### config.mk
export PLATFORM = sky130hd
export DESIGN_NAME = per2axi_resp_arbiter
export DESIGN_NICKNAME = d
export VERILOG_FILES = /design/src/rtl/per2axi_resp_arbiter.sv
export SDC_FILE = /design/constraint.sdc
export NUM_CORES = 1
export LEC_CHECK = 0
export ABC_AREA = 1
export CORE_MARGIN = 1.5
export CORE_UTILIZATION = 39
export CTS_BUF_LIST = sky130_fd_sc_hd__clkbuf_16
export DETAILED_ROUTE_END_ITERATION = 16
export PLACE_DENSITY_LB_ADDON = 0.08
export SKIP_CTS_REPAIR_TIMING = 1
export SLEW_MARGIN = 25
export SYNTH_ARGS = -nofsm -noshare
export SYNTH_HDL_FRONTEND = slang
export SYNTH_SLANG_ARGS = --single-unit
### constraint.sdc
create_clock -name clk_i -period 2.8 [get_ports clk_i]
set_input_delay 0.7 -clock clk_i [delete_from_list [all_inputs] [get_ports clk_i]]
set_output_delay 0.7 -clock clk_i [all_outputs]
set_load 0.005 [all_outputs]
### src/rtl/per2axi_resp_arbiter.sv
// rtl/per2axi_resp_arbiter.sv - merges AXI R/B responses into the single-beat peripheral response port
// Fair R/B arbitration with a per-ID table that selects the 32-bit half of each 64-bit read beat.
module per2axi_resp_arbiter #(
  parameter int NB_CORES       = 4,
  parameter int PER_ID_WIDTH   = 5,
  parameter int AXI_ADDR_WIDTH = 32,
  parameter int AXI_DATA_WIDTH = 64,
  parameter int AXI_USER_WIDTH = 6,
  parameter int AXI_ID_WIDTH   = 3
) (
  input  logic                      clk_i,
  input  logic                      rst_i,
  output logic                      per_slave_r_valid_o,
  output logic                      per_slave_r_opc_o,
  output logic [PER_ID_WIDTH-1:0]   per_slave_r_id_o,
  output logic [31:0]               per_slave_r_rdata_o,
  input  logic                      axi_master_r_valid_i,
  input  logic [AXI_DATA_WIDTH-1:0] axi_master_r_data_i,
  input  logic [1:0]                axi_master_r_resp_i,
  input  logic                      axi_master_r_last_i,
  input  logic [AXI_ID_WIDTH-1:0]   axi_master_r_id_i,
  input  logic [AXI_USER_WIDTH-1:0] axi_master_r_user_i,
  output logic                      axi_master_r_ready_o,
  input  logic                      axi_master_b_valid_i,
  input  logic [1:0]                axi_master_b_resp_i,
  input  logic [AXI_ID_WIDTH-1:0]   axi_master_b_id_i,
  input  logic [AXI_USER_WIDTH-1:0] axi_master_b_user_i,
  output logic                      axi_master_b_ready_o,
  input  logic                      trans_req_i,
  input  logic [AXI_ID_WIDTH-1:0]   trans_id_i,
  input  logic [AXI_ADDR_WIDTH-1:0] trans_add_i
);

  localparam int NUM_IDS = 2 ** AXI_ID_WIDTH;
  localparam int unused_nb_cores = NB_CORES;

  logic [NUM_IDS-1:0] pending_q;
  logic [NUM_IDS-1:0] hi_q;
  logic               prio_q;
  logic               grant_r;
  logic               grant_b;
  logic               unused_ok;

  function automatic logic [PER_ID_WIDTH-1:0] id_onehot(input logic [AXI_ID_WIDTH-1:0] id);
    id_onehot = '0;
    for (int i = 0; i < PER_ID_WIDTH; i++) begin
      if (int'(id) == i) id_onehot[i] = 1'b1;
    end
  endfunction

  // prio only matters when both channels are valid; 0 favours R.
  assign grant_r = !rst_i && axi_master_r_valid_i && (!axi_master_b_valid_i || !prio_q);
  assign grant_b = !rst_i && axi_master_b_valid_i && (!axi_master_r_valid_i || prio_q);

  assign axi_master_r_ready_o = grant_r;
  assign axi_master_b_ready_o = grant_b;

  assign unused_ok = ^{pending_q, axi_master_r_last_i, axi_master_r_user_i,
                       axi_master_b_user_i, trans_add_i};

  always_ff @(posedge clk_i) begin
    if (rst_i) begin
      pending_q           <= '0;
      hi_q                <= '0;
      prio_q              <= 1'b0;
      per_slave_r_valid_o <= 1'b0;
      per_slave_r_opc_o   <= 1'b0;
      per_slave_r_id_o    <= '0;
      per_slave_r_rdata_o <= '0;
    end else begin
      per_slave_r_valid_o <= grant_r | grant_b;
      if (grant_r) begin
        pending_q[axi_master_r_id_i] <= 1'b0;
        per_slave_r_rdata_o <= hi_q[axi_master_r_id_i] ? axi_master_r_data_i[63:32]
                                                       : axi_master_r_data_i[31:0];
        per_slave_r_opc_o   <= axi_master_r_resp_i[1];
        per_slave_r_id_o    <= id_onehot(axi_master_r_id_i);
      end else if (grant_b) begin
        per_slave_r_rdata_o <= '0;
        per_slave_r_opc_o   <= axi_master_b_resp_i[1];
        per_slave_r_id_o    <= id_onehot(axi_master_b_id_i);
      end
      // Placed after the R clear so a same-ID issue in the same cycle re-arms the entry.
      if (trans_req_i) begin
        pending_q[trans_id_i] <= 1'b1;
        hi_q[trans_id_i]      <= trans_add_i[2];
      end
      if (axi_master_r_valid_i && axi_master_b_valid_i) prio_q <= ~prio_q;
    end
  end

endmodule

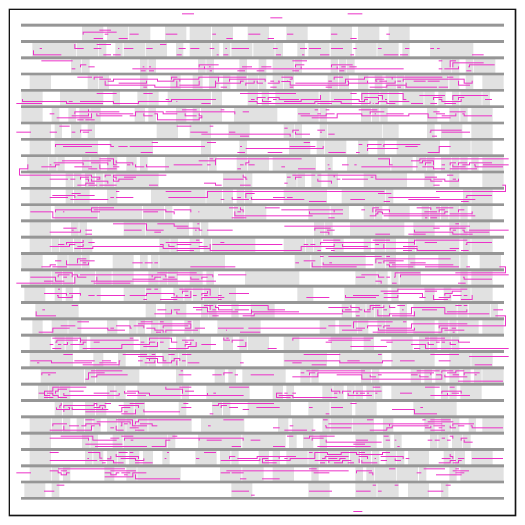
Fig. 1. M1 wires (run 1).
(6 px per um) Supply wires on this layer in grey.
share of all routed wire	44%
main direction	horizontal
wire length on this layer	3120 um
longest straight run	45.1 um
nets with wire on the layer	517
Via Count: 2855
total wire length: 7170 um

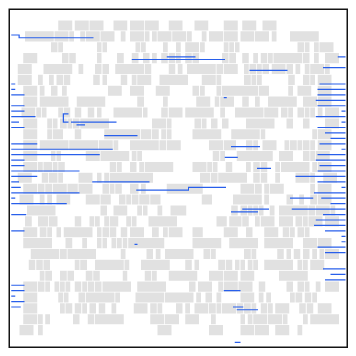
Fig. 2. Met3 routing (run 1).
(4 px per um)
main direction	horizontal
share of all routed wire	7.3%
longest straight run	25.1 um
nets with wire on the layer	77
wire length on this layer	520 um

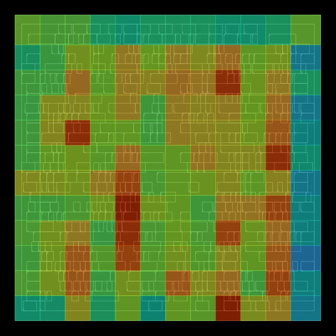
Fig. 3. Routing congestion (run 1).
final design utilization: 62.6%
grt met1 use: 25.6%
GRT busiest layer: met2

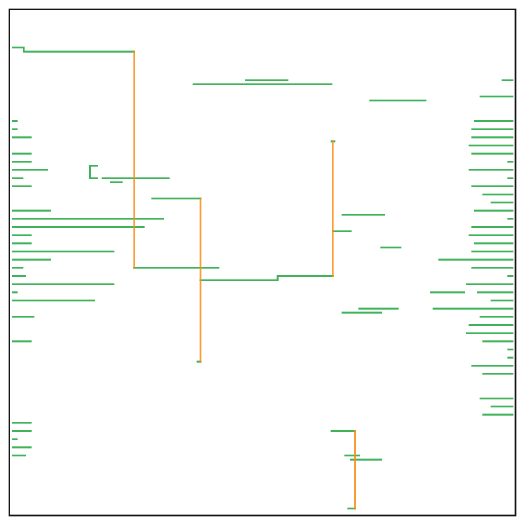
Fig. 4. Routed metal, one colour a layer (run 1).
(6 px per um) Two of the layers only.
layer	colour	wire length
M4	orange	98.6 um
M3	green	520 um

==> results.json, run 1 <==
{
  "cts_max_path_buffers": 2,
  "nonClkBufAreaFrac_pct": 32.0,
  "seq_area_share_pct": 24.2,
  "max_flop_register": "per_slave_r_rdata_o",
  "hpwlAfterDp_um": 5100,
  "tightestPinTransition_ns": 0.488,
  "clk_pin_slew_ns": 0.07,
  "hold_depth": 2,
  "finalSetupViolCount": 0,
  "run_status": "finished, final reports clean",
  "antenna_found_initial": 0,
  "maxCapViolCount": 0,
  "io_buffers": 121,
  "rsz0062_at_grt": "no",
  "core_um2": 6350,
  "routabilityCongestion": 0.803,
  "wl_met1_um": 3120,
  "area_growth_pct": 54.9,
  "start_kind": "input port",
  "n_tap_cell": 77,
  "regArea_um2": 961,
  "syn_inst": 403,
  "fin_skew_ns": 0.00306,
  "grt_pass1_wl_um": 11700,
  "nClkBuffers": 5,
  "async_flop_share_pct": 0,
  "reg_top3": "per_slave_r_rdata_o x32, hi_q x8, per_slave_r_id_o x5",
  "clkLatencyLatePin_ns": 0.29,
  "die_h_um": 84.1,
  "yosysSeqAreaShare_pct": 37.4,
  "largest_class": "buffers",
  "ys_cells": 403,
  "worstSetupEndpoint": "axi_master_r_ready_o",
  "boundaryPins": 168,
  "edf_count": 0,
  "r2r_slack_ns": 1.31,
  "grt_max_degree": 46,
  "drtIter0Drc": 111,
  "overflow": 0,
  "min-delay-start": "per_slave_r_rdata_o[8]",
  "n_fill_cell": 607,
  "power.leakage_nw": 1.79,
  "holdPathEnd": "per_slave_r_rdata_o[8]",
  "diodes": 0,
  "antenna_left": 0,
  "stdcell_count": 596,
  "worstPathArrival_ns": 1.98,
  "drive_above_1_share_pct": 5.39,
  "report.final.slew_viol_count": 0,
  "synth.net_count": 530,
  "num_rows": 29,
  "grt_pass1_vias": 2550,
  "p_per_area_nw_per_um2": 458,
  "comb_area_share_pct": 28.5,
  "cts_htree_levels": 2,
  "yosysUniqueCellTypes": 21,
  "wl_met3_um": 520,
  "crit_chain": "clkdlybuf4s50_1 > nand3_2 > inv_2 > clkdlybuf4s50_1",
  "dr.max_layer_used": "met4",
  "lay_top_count": "clkdlybuf4s50_1",
  "mappedNetlistArea_um2": 2570,
  "grt_use_total_pct": 20.3,
  "final_cell_mix": "clkdlybuf4s50_1 (120), nand2_1 (88), inv_1 (86)",
  "r2r-start": "prio_q",
  "max-slew-margin-rel_pct": 67.5,
  "reg2reg_depth": 8,
  "viasPerCell": 4.79,
  "period_used_pct": 95.6,
  "slowest_stage": "clkdlybuf4s50_1",
  "initCoreUtil_pct": 40.4,
  "crit_required_ns": 2.10,
  "worstReg2RegEnd": "per_slave_r_id_o[1]",
  "wl_met2_um": 3430,
  "fp.dieW_um": 84.1,
  "inv_count": 90,
  "hold_path.class": "register to register",
  "cts.sinks": 48,
  "layout.area.comb_um2": 1130,
  "ys_chip_area_um2": 2570,
  "logic_gate_count": 243,
  "crit_path_start": "axi_master_r_valid_i",
  "final_cell_area_um2": 3980,
  "numCtsBuffers": 5,
  "placed_cell_area_um2": 3800,
  "fin_crit_ns": 2.68,
  "ir_drop_v": 0.000278,
  "max_freq_mhz": 374,
  "dp.cells": 588,
  "buffers": 130,
  "setup_tns_ns": 0,
  "dr.pass1.iters": 4,
  "clk_share_pct": 4.34,
  "flop-count": 48,
  "ff_type": "dfxtp_1",
  "wire_per_inst_um": 12.0,
  "cts_tree": "yes",
  "fin_nets": 645,
  "dieArea_um2": 7080,
  "setup.worst_path.end_class": "output port",
  "clockRootBuffer": "clkbuf_16",
  "yosysWarnings": 0,
  "largest_reg_flops": 32,
  "drc_errors": 0,
  "warnings": 72,
  "cpMostUsedCell": "clkdlybuf4s50_1",
  "crit_type": "input port to output port",
  "slowest_delay_ns": 0.54,
  "worstPathMaxFanout": 4,
  "hold_violations": 0,
  "ys.flops": 48,
  "syn_area_per_cell_um2": 6.37
}
==> run 1: per-stage QoR <==
step | power (W) | setup WS [ns] | hold slack (ns)
after floorplan | 0.000938 | 0.742 | 0.450
after global placement | 0.00114 | 0.121 | 0.451
after detailed placement | 0.00115 | 0.109 | 0.453
after CTS | 0.00184 | 0.110 | 0.464
after global routing | 0.00191 | 0.0637 | 0.482
final | 0.00182 | 0.124 | 0.461
==> run 1: cells in the mapped netlist (2+ instances only) <==
cell | n | area share, %
nand3_2 | 3 | 1.2
nand3_1 | 78 | 15
buf_2 | 11 | 2.1
nand4_1 | 2 | 0.49
inv_2 | 3 | 0.44
nand2_2 | 2 | 0.49
nor2_1 | 7 | 1.0
o21ai_0 | 9 | 1.8
buf_4 | 2 | 0.58
o21ai_1 | 4 | 0.78
buf_6 | 4 | 1.8
inv_1 | 86 | 13
nand2_1 | 88 | 13
dfxtp_1 | 48 | 37
clkbuf_1 | 5 | 0.73
a21oi_1 | 46 | 9.0
==> run 1: critical path: cells and delay by family <==
family,cells,cell delay (ns)
buf+inv,3,1.14
simple gates,1,0.14
==> run 1: layer usage <==
metal | vias to the layer above | global-route usage (%)
li1 | 1483 | -
met1 | 1261 | 25.6
met2 | 101 | 34.3
met3 | 10 | 4.45
met4 | 0 | 6.56
met5 | - | 0
==> run 1: cell families (layout without fill, tap and decap cells) <==
group / after synthesis / in the layout / share of synthesized area, %
AND/OR/NAND/NOR: 182 / 182 / 32.0
AND-OR/OR-AND: 61 / 61 / 12.1
buffers and inverters: 112 / 228 / 18.5
flip-flops: 48 / 48 / 37.4
==> run 1: power by group <==
group	switching [W]	internal (W)	total, W
combinational	0.000184	0.000217	0.000401
clock	0.000264	0.000424	0.000688
sequential	0.0000154	0.000716	0.000731
==> run 2: changes to the inputs <==
Settings changed: CORE_UTILIZATION 39 to 33.
Clock period 2.8 ns to 2.35 ns, I/O delays scaled along.
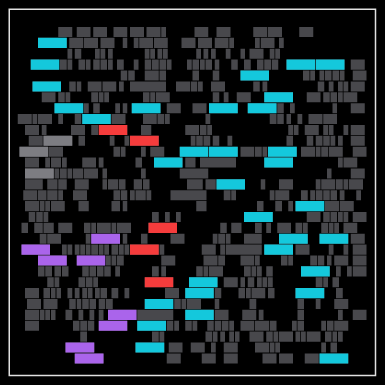
Fig. 5. Where the registers sit (run 2).
(4 px per um) Other sequential cells in the stronger grey, the rest of the logic in the fainter grey.
signal	colour	placed flops
per_slave_r_rdata_o	cyan	32
per_slave_r_id_o	red	5
hi_q	purple	8

==> results.json, run 2 <==
{
  "r2r-start": "prio_q",
  "layout.area.comb_um2": 1130,
  "area_growth_pct": 55.9,
  "final_cell_mix": "clkdlybuf4s50_1 (118), nand2_1 (88), inv_1 (86)",
  "fp.dieW_um": 91.2,
  "comb_area_share_pct": 28.3,
  "flop-count": 48,
  "start_kind": "input port",
  "warnings": 72,
  "async_flop_share_pct": 0,
  "synth_top_area_share_pct": 37.4,
  "ff_type": "dfxtp_1",
  "fin_skew_ns": 0.00284,
  "antenna_left": 0,
  "min-delay-start": "per_slave_r_rdata_o[8]",
  "wl_met1_um": 3330,
  "cts.sinks": 48,
  "rsz0062_at_grt": "no",
  "routabilityCongestion": 0.790,
  "io_buffers": 121,
  "largest_area_cell": "dfxtp_1",
  "logic_gate_count": 243,
  "hold_violations": 0,
  "fin_crit_ns": 2.04,
  "antenna_found_initial": 0,
  "final_cell_area_um2": 4000,
  "worstReg2RegEnd": "per_slave_r_id_o[3]",
  "drive_above_1_share_pct": 5.57,
  "dieArea_um2": 8310,
  "pre_cts_ws_ns": -0.0692,
  "ys_chip_area_um2": 2570,
  "crit_type": "input port to output port",
  "hold_slack_ns": 0.462,
  "mappedNetlistArea_um2": 2570,
  "dr.pass1.iters": 5,
  "critPathTopFamily": "buffers and inverters",
  "crit_chain": "clkdlybuf4s50_1 > nand2_1 > nand3_2 > inv_2 > dlymetal6s2s_1",
  "drc_errors": 0,
  "syn_inst": 403,
  "grt_pass1_vias": 2501,
  "run_status": "finished, final reports clean",
  "synth.area.top_cells": "dfxtp_1 (37%), nand3_1 (15%), nand2_1 (13%)",
  "hold_depth": 2,
  "syn_area_per_cell_um2": 6.37,
  "placed_cell_area_um2": 3860,
  "cts_htree_levels": 2,
  "max_freq_mhz": 490,
  "tightestPinTransition_ns": 0.491,
  "diodes": 0,
  "buffers": 132,
  "stdcell_count": 620,
  "hold_path.class": "register to register",
  "ir_drop_v": 0.000284,
  "clkLatencyLatePin_ns": 0.28,
  "nonClkBufAreaFrac_pct": 32.6,
  "setup.worst_path.end_class": "output port",
  "vias": 2784,
  "synth.net_count": 530,
  "yosysMostFrequentCell": "nand2_1",
  "fin_nets": 647,
  "grt_max_degree": 46,
  "cts_tree": "yes",
  "worstPathMaxFanout": 3,
  "dp.cells": 612,
  "clk_pin_slew_ns": 0.06,
  "clockRootBuffer": "clkbuf_16",
  "hpwlAfterDp_um": 5320,
  "cts_max_path_buffers": 2,
  "synthTopCellsByCount": "nand2_1 (88), inv_1 (86), nand3_1 (78), dfxtp_1 (48), a21oi_1 (46)",
  "ys_cells": 403,
  "reg_top3": "per_slave_r_rdata_o x32, hi_q x8, per_slave_r_id_o x5",
  "yosysWarnings": 0,
  "lay_top_count": "clkdlybuf4s50_1",
  "inv_count": 90,
  "grt_pass1_wl_um": 12000,
  "regArea_um2": 961,
  "r2r_slack_ns": 0.87,
  "report.final.slew_viol_count": 0,
  "n_fill_cell": 735,
  "critPathBufInv": 3,
  "overflow": 0,
  "largest_class": "buffers",
  "p_per_area_nw_per_um2": 507,
  "die_h_um": 91.2,
  "edf_count": 0,
  "yosysUniqueCellTypes": 21,
  "dr.max_layer_used": "met4",
  "clk_share_pct": 3.47,
  "grt_use_total_pct": 17.8,
  "slowest_stage": "clkdlybuf4s50_1",
  "initCoreUtil_pct": 34.8,
  "num_rows": 31,
  "max-slew-margin-rel_pct": 67.3,
  "finalSetupViolCount": 0,
  "wl_met3_um": 420,
  "slowest_delay_ns": 0.50,
  "ys.flops": 48,
  "holdPathEnd": "per_slave_r_rdata_o[8]",
  "setup_ws_ns": 0.310,
  "largest_reg_flops": 32,
  "wirelength_um": 7380,
  "wl_met2_um": 3500,
  "wire_per_inst_um": 11.9,
  "viasPerCell": 4.49,
  "seq_area_share_pct": 24.0,
  "period_used_pct": 86.8,
  "numCtsBuffers": 5,
  "nClkBuffers": 5,
  "drtIter0Drc": 102,
  "core_um2": 7370,
  "power.leakage_nw": 1.82,
  "crit_required_ns": 1.76,
  "maxCapViolCount": 0,
  "max_flop_register": "per_slave_r_rdata_o",
  "boundaryPins": 168,
  "n_tap_cell": 99,
  "reg2reg_depth": 9,
  "yosysSeqAreaShare_pct": 37.4,
  "worstPathArrival_ns": 1.45
}
## run 2: cell counts after synthesis
Identical to the previous run, type by type.
## run 2: per-stage QoR
step	utilization, %	TNS, ns	power, W
after floorplan	-	0	0.00112
after global placement	52.3	-0.113	0.00137
after detailed placement	52.3	-0.0773	0.00138
after CTS	54.2	-0.0899	0.00206
after global routing	54.3	0	0.00215
final	54.3	0	0.00203
## run 2: worst max path at each step
stage	from	end	slack, ns	depth (start not counted)
2_1_floorplan	rst_i	axi_master_r_ready_o	0.52	5
3_3_place_gp	axi_master_b_valid_i	axi_master_r_ready_o	-0.08	5
3_5_place_dp	axi_master_r_valid_i	axi_master_r_ready_o	-0.07	4
4_1_cts	axi_master_r_valid_i	axi_master_r_ready_o	-0.07	4
5_1_grt	axi_master_b_valid_i	per_slave_r_id_o[1]	0.21	10
6_report	axi_master_b_valid_i	axi_master_r_ready_o	0.31	5
## run 2: cells by family after synthesis
kind of cell / count (synthesis) / synth area share, %
AND-OR/OR-AND: 61 / 12.1
buffers and inverters: 112 / 18.5
flip-flops: 48 / 37.4
AND/OR/NAND/NOR: 182 / 32.0
## run 2: where the power goes
part	switching (W)	leakage [nW]	internal [W]
Sequential	0.0000183	0.392	0.000853
Combinational	0.000219	1.36	0.000263
Clock	0.000290	0.0710	0.000386
## run 2: tightest hold or removal path, delay by kind of cell, from the launching register on
kind | cells | cell delay, ns
AOI/OAI and AO/OA | 1 | 0.05
DFF | 1 | 0.31
and+or+nand+nor | 1 | 0.06
## run 2: layer usage
metal,GRT usage (%),vias to the layer above
li1,-,1489
met1,21.9,1204
met2,29.9,80
met3,4.10,11
met4,6.51,0
met5,0,-
Power is estimated from default activity; no workload was simulated.
